==> src/rtl/cache_mem_arbiter_pkg.sv <==
// rtl/cache_mem_arbiter_pkg.sv - shared RAM/arbiter types for the cache memory arbiter
package cache_mem_arbiter_pkg;

    typedef enum logic [1:0] {
        FREE   = 2'd0,
        BUSY   = 2'd1,
        ACCESS = 2'd2,
        ERROR  = 2'd3
    } ramstate_t;

    typedef logic [31:0] word_t;

    typedef enum logic [1:0] {
        IDLE  = 2'd0,
        ISERV = 2'd1,
        DSERV = 2'd2
    } arb_state_t;

endpackage

==> src/rtl/cache_mem_arbiter_if.sv <==
// rtl/cache_mem_arbiter_if.sv - cache-side and RAM-side signals of the cache memory arbiter
interface cache_mem_arbiter_if #(
    parameter int ADDR_W = 32,
    parameter int DATA_W = 32
);
    import cache_mem_arbiter_pkg::*;

    logic              iREN;
    logic [ADDR_W-1:0] iaddr;
    logic              iwait;
    logic [DATA_W-1:0] iload;

    logic              dREN;
    logic              dWEN;
    logic [ADDR_W-1:0] daddr;
    logic [DATA_W-1:0] dstore;
    logic              dwait;
    logic [DATA_W-1:0] dload;

    logic              ramREN;
    logic              ramWEN;
    logic [ADDR_W-1:0] ramaddr;
    logic [DATA_W-1:0] ramstore;
    logic [DATA_W-1:0] ramload;
    ramstate_t         ramstate;

    // arbiter view: serves the caches, drives the RAM
    modport slave (
        input  iREN, iaddr, dREN, dWEN, daddr, dstore, ramload, ramstate,
        output iwait, iload, dwait, dload, ramREN, ramWEN, ramaddr, ramstore
    );

    // environment view: caches plus RAM model
    modport master (
        output iREN, iaddr, dREN, dWEN, daddr, dstore, ramload, ramstate,
        input  iwait, iload, dwait, dload, ramREN, ramWEN, ramaddr, ramstore
    );

endinterface

==> src/rtl/cache_arb_starve_ctr.sv <==
// rtl/cache_arb_starve_ctr.sv - saturating count of dcache wins while the icache waits
module cache_arb_starve_ctr #(
    parameter int LIMIT = 4
) (
    input  logic clk_i,
    input  logic rst_ni,
    input  logic inc_i,
    input  logic clr_i,
    output logic sat_o
);
    localparam int W = (LIMIT < 1) ? 1 : $clog2(LIMIT + 1);

    logic [W-1:0] cnt_q, cnt_d;

    assign sat_o = (cnt_q == W'(LIMIT));

    always_comb begin
        cnt_d = cnt_q;
        if (clr_i) begin
            cnt_d = '0;
        end else if (inc_i && !sat_o) begin
            cnt_d = cnt_q + W'(1);
        end
    end

    always_ff @(posedge clk_i or negedge rst_ni) begin
        if (!rst_ni) begin
            cnt_q <= '0;
        end else begin
            cnt_q <= cnt_d;
        end
    end

endmodule

==> src/rtl/cache_mem_arbiter.sv <==
// rtl/cache_mem_arbiter.sv - single-port RAM arbiter between icache and dcache, dcache priority
module cache_mem_arbiter
    import cache_mem_arbiter_pkg::*;
#(
    parameter int STARVE_LIMIT = 4
) (
    input logic                CLK,
    input logic                nRST,
    cache_mem_arbiter_if.slave bus
);
    arb_state_t state_q, state_d;

    logic ireq, dreq, ram_done, starve_sat, cnt_inc, cnt_clr;

    assign ireq     = bus.iREN;
    assign dreq     = bus.dREN | bus.dWEN;
    assign ram_done = (bus.ramstate == ACCESS);

    always_ff @(posedge CLK or negedge nRST) begin
        if (!nRST) begin
            state_q <= IDLE;
        end else begin
            state_q <= state_d;
        end
    end

    // completion always returns to IDLE so a stale request is never re-granted
    always_comb begin
        state_d = state_q;
        unique case (state_q)
            IDLE: begin
                if (dreq && !(ireq && starve_sat)) begin
                    state_d = DSERV;
                end else if (ireq) begin
                    state_d = ISERV;
                end
            end
            ISERV: if (!ireq || ram_done) state_d = IDLE;
            DSERV: if (!dreq || ram_done) state_d = IDLE;
            default: state_d = IDLE;
        endcase
    end

    assign cnt_inc = (state_q == IDLE) && (state_d == DSERV) && ireq;
    assign cnt_clr = (state_q == IDLE) && (state_d != IDLE) && !cnt_inc;

    cache_arb_starve_ctr #(
        .LIMIT(STARVE_LIMIT)
    ) u_starve_ctr (
        .clk_i (CLK),
        .rst_ni(nRST),
        .inc_i (cnt_inc),
        .clr_i (cnt_clr),
        .sat_o (starve_sat)
    );

    always_comb begin
        bus.iwait    = 1'b1;
        bus.dwait    = 1'b1;
        bus.iload    = '0;
        bus.dload    = '0;
        bus.ramREN   = 1'b0;
        bus.ramWEN   = 1'b0;
        bus.ramaddr  = '0;
        bus.ramstore = '0;
        unique case (state_q)
            ISERV: begin
                bus.ramREN  = ireq;
                bus.ramaddr = bus.iaddr;
                if (ireq && ram_done) begin
                    bus.iwait = 1'b0;
                    bus.iload = bus.ramload;
                end
            end
            DSERV: begin
                bus.ramaddr = bus.daddr;
                if (bus.dWEN) begin
                    bus.ramWEN   = 1'b1;
                    bus.ramstore = bus.dstore;
                end else begin
                    bus.ramREN = bus.dREN;
                end
                if (dreq && ram_done) begin
                    bus.dwait = 1'b0;
                    bus.dload = bus.ramload;
                end
            end
            default: ;
        endcase
    end

endmodule

==> src/flat_wrapper.sv <==
// flat-port wrapper written by rule: the top's interface ports become plain ports
module cache_mem_arbiter_flat import cache_mem_arbiter_pkg::*;
#(
    parameter int STARVE_LIMIT = 4
)
  (CLK, nRST, bus_iREN, bus_iaddr, bus_dREN, bus_dWEN, bus_daddr, bus_dstore, bus_ramload, bus_ramstate, bus_iwait, bus_iload, bus_dwait, bus_dload, bus_ramREN, bus_ramWEN, bus_ramaddr, bus_ramstore);
  cache_mem_arbiter_if #(.ADDR_W(32), .DATA_W(32)) bus_i ();
  input logic CLK;
  input logic nRST;
  input wire logic [$bits(bus_i.iREN)-1:0] bus_iREN;
  input wire logic [$bits(bus_i.iaddr)-1:0] bus_iaddr;
  input wire logic [$bits(bus_i.dREN)-1:0] bus_dREN;
  input wire logic [$bits(bus_i.dWEN)-1:0] bus_dWEN;
  input wire logic [$bits(bus_i.daddr)-1:0] bus_daddr;
  input wire logic [$bits(bus_i.dstore)-1:0] bus_dstore;
  input wire logic [$bits(bus_i.ramload)-1:0] bus_ramload;
  input wire logic [$bits(bus_i.ramstate)-1:0] bus_ramstate;
  output wire logic [$bits(bus_i.iwait)-1:0] bus_iwait;
  output wire logic [$bits(bus_i.iload)-1:0] bus_iload;
  output wire logic [$bits(bus_i.dwait)-1:0] bus_dwait;
  output wire logic [$bits(bus_i.dload)-1:0] bus_dload;
  output wire logic [$bits(bus_i.ramREN)-1:0] bus_ramREN;
  output wire logic [$bits(bus_i.ramWEN)-1:0] bus_ramWEN;
  output wire logic [$bits(bus_i.ramaddr)-1:0] bus_ramaddr;
  output wire logic [$bits(bus_i.ramstore)-1:0] bus_ramstore;
  assign bus_i.iREN = bus_iREN;
  assign bus_i.iaddr = bus_iaddr;
  assign bus_i.dREN = bus_dREN;
  assign bus_i.dWEN = bus_dWEN;
  assign bus_i.daddr = bus_daddr;
  assign bus_i.dstore = bus_dstore;
  assign bus_i.ramload = bus_ramload;
  assign bus_i.ramstate = bus_ramstate;
  assign bus_iwait = bus_i.iwait;
  assign bus_iload = bus_i.iload;
  assign bus_dwait = bus_i.dwait;
  assign bus_dload = bus_i.dload;
  assign bus_ramREN = bus_i.ramREN;
  assign bus_ramWEN = bus_i.ramWEN;
  assign bus_ramaddr = bus_i.ramaddr;
  assign bus_ramstore = bus_i.ramstore;
  cache_mem_arbiter #(.STARVE_LIMIT(STARVE_LIMIT)) u_core (.CLK(CLK), .nRST(nRST), .bus(bus_i));
endmodule
==> config.mk <==
export PLATFORM = sky130hd
export DESIGN_NAME = cache_mem_arbiter_flat
export DESIGN_NICKNAME = d
export VERILOG_FILES = /design/src/rtl/cache_mem_arbiter_pkg.sv /design/src/rtl/cache_mem_arbiter_if.sv /design/src/rtl/cache_arb_starve_ctr.sv /design/src/rtl/cache_mem_arbiter.sv /design/src/flat_wrapper.sv
export SDC_FILE = /design/constraint.sdc
export NUM_CORES = 1
export LEC_CHECK = 0
export CAP_MARGIN = 20
export CORE_AREA = 3 3 104 106
export DETAILED_ROUTE_END_ITERATION = 7
export DIE_AREA = 0 0 107 109
export SYNTH_ARGS = -nofsm -noshare
export SYNTH_HDL_FRONTEND = slang
export SYNTH_HIERARCHICAL = 1
export SYNTH_SLANG_ARGS = --single-unit
==> constraint.sdc <==
create_clock -name CLK -period 2.5 [get_ports CLK]
set_input_delay 0.375 -clock CLK [delete_from_list [all_inputs] [get_ports CLK]]
set_output_delay 0.375 -clock CLK [all_outputs]
set_load 0.01 [all_outputs]
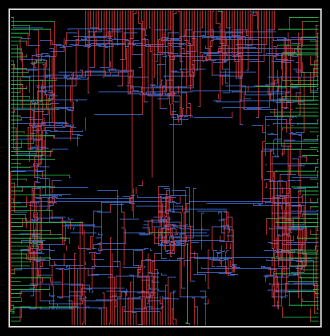
Fig. 1. Wiring by layer.
legend:
  green:
    layer: M3
    wire_length: 1120 um
  orange:
    layer: M4
    wire_length: 27.2 um
  red:
    layer: M2
    wire_length: 5250 um
  blue:
    layer: M1
    wire_length: 3550 um
Global Route Usage Sum: 14.0%
DR vias: 2728

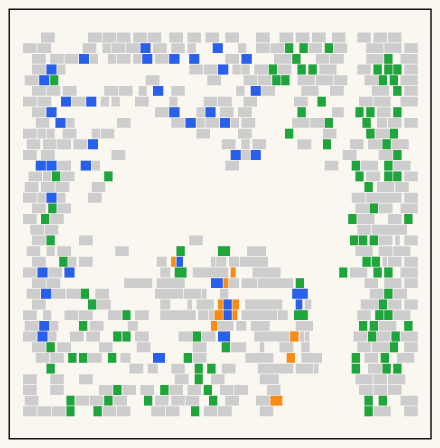
Fig. 2. Gate families picked out.
legend:
  blue:
    family: aoi and oai cells
    cells: 40
    most_used: a22oi_1
  green:
    family: and/or cells
    cells: 103
    most_used: and2_1
    where: all over the die
  orange:
    family: nand cells
    cells: 11
    most_used: nand2_1
most frequent logic cell in the layout: clkdlybuf4s50_1
Comb area share: 29.4%

==> flow_metrics.tcl <==
# implementation run metrics
set metrics [dict create \
    intPower_w 0.00147 \
    syn_inst 238 \
    netlist-cell-type-count 32 \
    finalWorstSetupSlack_ps 45.9 \
    syn_nets 379 \
    r2r_slack_ps 370 \
    die_h_um 109 \
    startpoint "bus_ramstate[0]" \
    maxPowerGroup "combinational cells" \
    nFillCells 926 \
    critPathLaunchType "input port" \
    drv_cap 0 \
    finalSetupViolCount 0 \
    warnings 30 \
    crit_buf_inv 3 \
    numPortBuffers 266 \
    top_register "u_core/u_starve_ctr/cnt_q" \
    yosys_area_um2 1610 \
    buffer_area_share_pct 63.0 \
    p_clk_share_pct 6.1 \
    fmax_mhz 407 \
    adder_share_pct 4.67 \
    syn-cell-area_um2 1610 \
    ys.flop_type "dfrtp_1" \
    seq_area_um2 126 \
    cts_buffers 3 \
    outcome "finished clean" \
    ff2ff_path_depth 8 \
    wl_met3_um 1120 \
    syn_to_final_growth_pct 197 \
    place_congestion 0.772 \
    drtAntennaViolNets 0 \
    final_cell_count_no_fill 638 \
    drv_slew 0 \
    synthArstFlopShare_pct 100 \
    largest_reg_flops 3 \
    hold_viol 0 \
    grt-busiest-layer "met2" \
    synth-seq-cells 5 \
    critPathTopFamily "buffers and inverters" \
    coreArea_um2 9860 \
    flop-count 5 \
    wirelength_um 9950 \
    root_buffer "clkbuf_8" \
    initial_utilization_pct 16.3 \
    hp-class "in2async" \
    tightest_slew_ps 295 \
    stdcell_area_um2 4770 \
    crit_chain "clkdlybuf4s50_1, nand2b_2, nor2_4, clkbuf_16, and2_1, clkdlybuf4s50_1" \
    mux_share_pct 1.56 \
    rows 36 \
    cts_buffer_depth 2 \
    netlist_logic_family_top "simple AND/OR/NAND/NOR gates" \
    drc 0 \
    worst-path-max-fanout 16 \
    synth-xor-area-share_pct 0 \
    cts-resized-gates 4 \
    ys_seq_share_pct 7.78 \
    p_seq_share_pct 5.6 \
    power_density_nw_per_um2 507 \
    wl_met2_um 5250 \
    die-area_um2 11700 \
    drt-met1-wl_um 3550 \
    cp.depth 6 \
    ys_warn_count 6 \
    grt-ovfl-total 0 \
    pre_cts_ws_ps 56.5 \
    common_cells "and2_1, nor2b_1, a22oi_1, and3_1, clkbuf_1" \
    switching_power_w 0.000954 \
    seq_area_share_pct 2.65 \
    synth_stat.cells 238 \
    grt_pass1_vias 2552 \
    clk-power_w 0.000148 \
    topRoutingLayerUsed "met4" \
    totalNegativeSetupSlack_ps 0 \
    syn_area_per_cell_um2 6.76 \
    reg2reg_from "u_core/state_q[0]" \
    worstPathRequired_ps 2120 \
    clock_area_share_pct 0.943 \
    post_cts_buffers 0 \
    num-nonclk-buffers 286 \
    n_antenna_cell 0 \
    die_w_um 107 \
    layout.non_clock_inverters 7 \
    yosys.area_share.aoi_pct 19.6 \
    n_tap_cell 133 \
    pg_seq_w 0.000137 \
    critPathArrivalTime_ps 2080 \
    p_leak_nw 2.47 \
    power_frac_comb_pct 88.2 \
    clock_sinks 5 \
    postCtsHoldBufs 0 \
    mostFrequentLayoutCells "clkdlybuf4s50_1, and2_1, dlymetal6s2s_1" \
    worstSetupPathType "in2out" \
    cts_tree "built" \
    antenna_found_initial 0 \
    grt_use_met1_pct 14.3 \
    p_sw_share_pct 39.4 \
    slowest_delay_ps 530 \
    r2r-end "u_core/u_starve_ctr/cnt_q[0]" \
    use_met3_pct 4.62 \
    fin_nets 647 \
    htreeDepth 1 \
    drive_gt1_share_pct 6.73 \
    synthDominantCellAreaShare_pct 26.4 \
    max_slew_margin_pct 80.2 \
    logic_area_um2 1400 \
    use_met2_pct 27.8 \
    synth-edff-count 0 \
    slowest_stage "clkdlybuf4s50_1" \
    synthTopCellsByArea "and2_1, a22oi_1, nor2b_1, and3_1, dfrtp_1" \
    dp_hpwl_um 8020 \
    clk_latency_ps 220 \
    period_needed_ps 2450 \
    firstDrtPassIters 4 \
]
